==> config.mk <==
export PLATFORM = sky130hd
export DESIGN_NAME = transpad_req_ctrl
export DESIGN_NICKNAME = d
export VERILOG_FILES = /design/src/rtl/transpad_req_ctrl.sv
export SDC_FILE = /design/constraint.sdc
export NUM_CORES = 1
export LEC_CHECK = 0
export ABC_AREA = 1
export CAP_MARGIN = 5
export CORE_ASPECT_RATIO = 1.5
export CORE_UTILIZATION = 58
export DETAILED_ROUTE_END_ITERATION = 6
export HOLD_SLACK_MARGIN = 0.12
export PLACE_DENSITY = 0.84
export RECOVER_POWER = 100
export SLEW_MARGIN = 20
export SYNTH_ARGS = -nofsm -noshare
export SYNTH_HDL_FRONTEND = slang
export SYNTH_SLANG_ARGS = --single-unit
==> constraint.sdc <==
create_clock -name clk -period 2.7 [get_ports clk]
set_clock_uncertainty 0.05 [all_clocks]
set_input_delay 0.54 -clock clk [delete_from_list [all_inputs] [get_ports clk]]
set_output_delay 0.54 -clock clk [all_outputs]
set_load 0.02 [all_outputs]
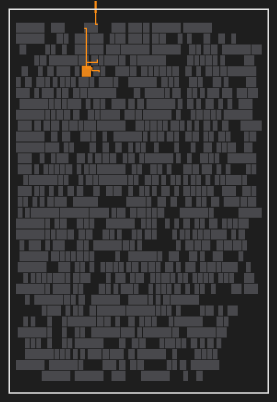
*Wires at chosen ports, followed through buffers, run 1*
(4 px per um)
Orange is cmd_ready, bits 1, direction output, end cells 1, buffers 1, wire 21.8 um.
Port Buffers: 27
number of I/O pins: 28

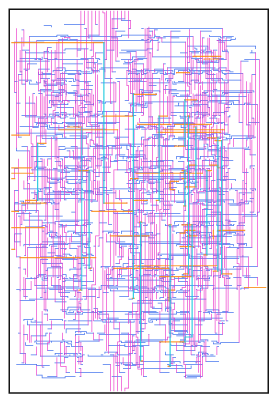
*Routed metal, one color a layer, run 1*
(4 px per um)
Blue is M1, wire length 3,390 um. Cyan is M4, wire length 455 um. Magenta is M2, wire length 4,800 um. Orange is M3, wire length 337 um.
Vias: 3,536
total track usage: 0.305
Avg WL per Cell: 13.6 um
WL final: 8980 um

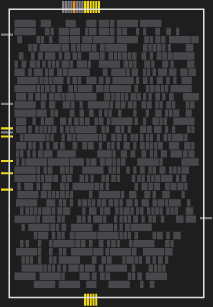
*Pin map, run 1*
(3 px per um) Pins as bars across the die edge, other pins in gray.
Orange is cmd_ready, pins 1, direction output, edge top. Yellow is cmd_budget, pins 16, direction input, edge 6 top, 5 left, 5 bottom.
All pins by edge: 14 top, 8 left, 5 bottom, 1 right.
Die Ht: 95.6 um
Die W: 64.4 um

==> summary.txt, run 1 <==
Status - completed
Slowest-stage cell, CP - clkdlybuf4s50_1
H-tree depth - 2
First-pass GRT wire length - 14,300 um
Combinational share of cell area - 0.497
Drt pass-1 iters - 4
Dpl ws - -0.188 ns
Highest-count logic cell in the final layout - nand2_1
Synth Instances - 552
Number of DRC markers in iteration 0 - 192
Adder Share, Synth - 0.00739
Met2 wire length - 4800 um
# DRC - 0
Ys flops - 56
Comb area leader - simple AND/OR/NAND/NOR gates
EDFF count, synth - 0
Psw - 664 uW
TritonCTS clock tree - yes
Compound Share, Synth - 0.113
Met2 track demand over resource - 0.595
Setup violators final - 0
Drt via density - 5.34
Plain + repair buffers - 48
# Cells Yosys - 552
Unique cell types - 35
Final hold violation count - 0
Nets at Floorplan - 576
Path depth of the worst reg2reg path - 13
Top cell category - multi-input combinational cells
CP peak stage delay - 0.65 ns
Flop pwr share - 0.486
Flop count - 56
Worst slew pin tran - 1.23 ns
Most frequent cells in the layout - nand2_1 (150), nor2_1 (67), inv_1 (67)
Rel. slew slack - 0.179
Largest delay share family, worst path - buffers and inverters
Leakage - 1.69 nW
Syn. warnings - 0
CP Capture Type - output pin
FF+latch area - 1120 um^2
Share of layout cells above drive strength 1 - 0.110
Yosys stat chip area - 3380 um^2
Synth Cell Area - 3380 um^2
GR Layer Usage met1 - 0.294
Net Sw Frac - 0.343
Worst hold-check path type - register to register
Comb power - 506 uW
Grt ovf - 0
Fin nets - 615
Antenna violations before repair - 0
Dpl cell area - 3830 um^2
Logic inverters - 70
Final std cells w/o fill - 662
Cells after DPL - 654
Area leader, netlist - dfxtp_1
WS Path Type - primary input to output pin
Fmax - 396 MHz
Share of total power in the clock network - 0.252
CP Max Fanout - 3
Met3 WL post-DR - 337 um
Clk tree area frac - 0.0237
Logic area - 1960 um^2
Post-Syn Area per Cell - 6.13 um^2
GR peak layer - met2
Top_reg_cell synth - dfxtp_1
Peak supply drop - 484 uV
Final min period - 2.53 ns
WP data required - 2.11 ns
Routed Antenna Nets - 0
Crit path top cell by count - clkdlybuf4s50_1
Util after Layout - 0.715
OpenROAD warning count - 26
Design Power - 1.93 mW
Unrepaired setup endpoints after global routing - no
Synth top area cells - dfxtp_1 (33%), nand2_1 (17%), nand3_1 (9.9%), nor2_1 (7.7%), inv_1 (7.3%)
Top cell type's share of synthesized area - 0.331
Synth async-reset ratio - 0
Met3 Resource Use GR - 0.0371
P_clk - 488 uW
Post-synth seq share - 0.331
WP depth - 4
Max Buffers Root-to-Sink - 2
Fin. max-slew vios - 0
#MultiIn Comb - 410
Detailed Place HPWL - 7090 um
Tap cells - 70
Core Util at FP - 0.612
Number of antenna diodes - 0
Sequential Power - 939 uW
CTS Hold Bufs - 0
Vias in the first global route - 3,358
### Sequential cells grouped by signal name, run 1

(3 px per um)
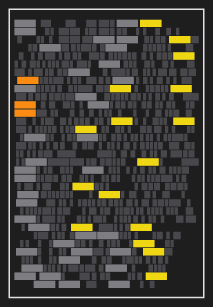

==> run 2: changes to the inputs <==
--- a/config.mk
+++ b/config.mk
@@ -13,7 +13,7 @@
 export HOLD_SLACK_MARGIN = 0.12
 export PLACE_DENSITY = 0.84
 export RECOVER_POWER = 100
-export SLEW_MARGIN = 20
+export SLEW_MARGIN = 25
 export SYNTH_ARGS = -nofsm -noshare
 export SYNTH_HDL_FRONTEND = slang
 export SYNTH_SLANG_ARGS = --single-unit
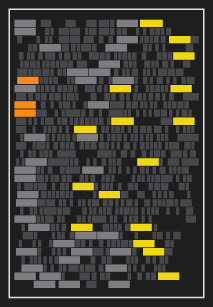
*Sequential cells grouped by signal name, run 2*
(3 px per um)
Orange is state_q, placed flops 3. Yellow is act_q, placed flops 16.
Sequential Power: 939 uW
Util after Layout: 0.720
FF+latch area: 1120 um^2

==> run 2 against run 1 <==
Sequential power barely moved. Worst setup slack lost 0.040 ns. Register-to-register slack worse by 0.07 ns. Combinational power increased by 2%. Power rose by 0.12%. Design area up 0.73%. Worst hold slack about the same. Non-clock buffer count is 3 higher. Fmax is 1.6% lower. Sequential cell count unchanged.
==> summary.txt, run 2 <==
Setup violators final - 0 (unchanged)
Share of total power in the clock network - 0.247 (-0.005)
Logic inverters - 70 (unchanged)
CTS Hold Bufs - 0 (unchanged)
Worst slew pin tran - 1.19 ns (-0.0331 ns)
Comb area leader - simple AND/OR/NAND/NOR gates
Met2 wire length - 4840 um (+0.88%)
Core Util at FP - 0.612 (unchanged)
Compound Share, Synth - 0.113 (unchanged)
Crit path top cell by count - nand2_1
DRT met1 WL - 3530 um
Adder Share, Synth - 0.00739 (unchanged)
Number of DRC markers in iteration 0 - 276 (+44%)
CP peak stage delay - 0.49 ns (-0.16 ns)
Final hold violation count - 0 (unchanged)
Rel. slew slack - 0.201 (+0.0221)
Routed Antenna Nets - 0 (unchanged)
Post-Syn Area per Cell - 6.13 um^2 (unchanged)
Final min period - 2.57 ns (+0.0403 ns)
Largest delay share family, worst path - simple AND/OR/NAND/NOR gates
Avg WL per Cell - 13.9 um (+2.5%)
Fin nets - 618 (+0.49%)
Flop count - 56 (unchanged)
Highest-count logic cell in the final layout - nand2_1
Flop pwr share - 0.485 (about the same)
# DRC - 0 (unchanged)
Synth async-reset ratio - 0 (unchanged)
WS Path Type - primary input to register
Vias - 3,630 (+2.7%)
Tap cells - 70 (unchanged)
Die W - 64.4 um (unchanged)
Number of I/O pins - 28 (unchanged)
GR peak layer - met2
Top cell type's share of synthesized area - 0.331 (unchanged)
H-tree depth - 2 (unchanged)
Top_reg_cell synth - dfxtp_1
Path depth of the worst reg2reg path - 19 (+6)
Status - completed
Post-synth seq share - 0.331 (unchanged)
WL final - 9250 um (+3.0%)
Total CTS buffers - 5
# Cells Yosys - 552 (unchanged)
Net Sw Frac - 0.332 (-0.0114)
Plain + repair buffers - 51 (+6.3%)
Fin crit share - 0.951
Psw - 643 uW (-3.2%)
Most frequent cells in the layout - nand2_1 (151), nor2_1 (68), nand3_1 (67)
Peak supply drop - 518 uV (+6.9%)
Dpl ws - -0.208 ns (-0.0201 ns)
Detailed Place HPWL - 7090 um (about the same)
Cells after DPL - 654 (unchanged)
WP depth - 19 (+15)
Number of antenna diodes - 0 (unchanged)
Logic area - 1950 um^2 (-0.51%)
GR Layer Usage met1 - 0.314 (+0.0207)
CP Max Fanout - 11 (+8)
Nets at Floorplan - 576 (unchanged)
Ys flops - 56 (unchanged)
Met3 WL post-DR - 356 um (+5.6%)
Design Power - 1.94 mW (+0.12%)
Synth Cell Area - 3380 um^2 (unchanged)
Grt ovf - 0 (unchanged)
P_clk - 479 uW (-2%)
Met3 Resource Use GR - 0.0395 (+0.00239)
Combinational share of cell area - 0.491 (-0.00610)
OpenROAD warning count - 26 (unchanged)
Synth Instances - 552 (unchanged)
Leakage - 1.71 nW (+1.1%)
Yosys stat chip area - 3380 um^2 (unchanged)
Synth top area cells - dfxtp_1 (33%), nand2_1 (17%), nand3_1 (9.9%), nor2_1 (7.7%), inv_1 (7.3%)
Fmax - 389 MHz (-1.6%)
Slowest-stage cell, CP - clkdlybuf4s50_1
Fin. max-slew vios - 0 (unchanged)
EDFF count, synth - 0 (unchanged)
Met2 track demand over resource - 0.586 (-0.00877)
Comb power - 518 uW (+2%)
Vias in the first global route - 3,301 (-1.7%)
Layout non-clock buf frac - 0.114
Drt pass-1 iters - 5 (+1)
Top cell category - multi-input combinational cells
Total track usage - 0.309 (+0.00378)
Syn. warnings - 0 (unchanged)
TritonCTS clock tree - yes
#MultiIn Comb - 410 (unchanged)
Fin area - 3980 um^2
Share of layout cells above drive strength 1 - 0.113 (+0.00281)
Drt via density - 5.46 (+2.2%)
Dpl cell area - 3830 um^2 (about the same)
Power figures rest on the tool's default switching activity, not on a simulated workload.
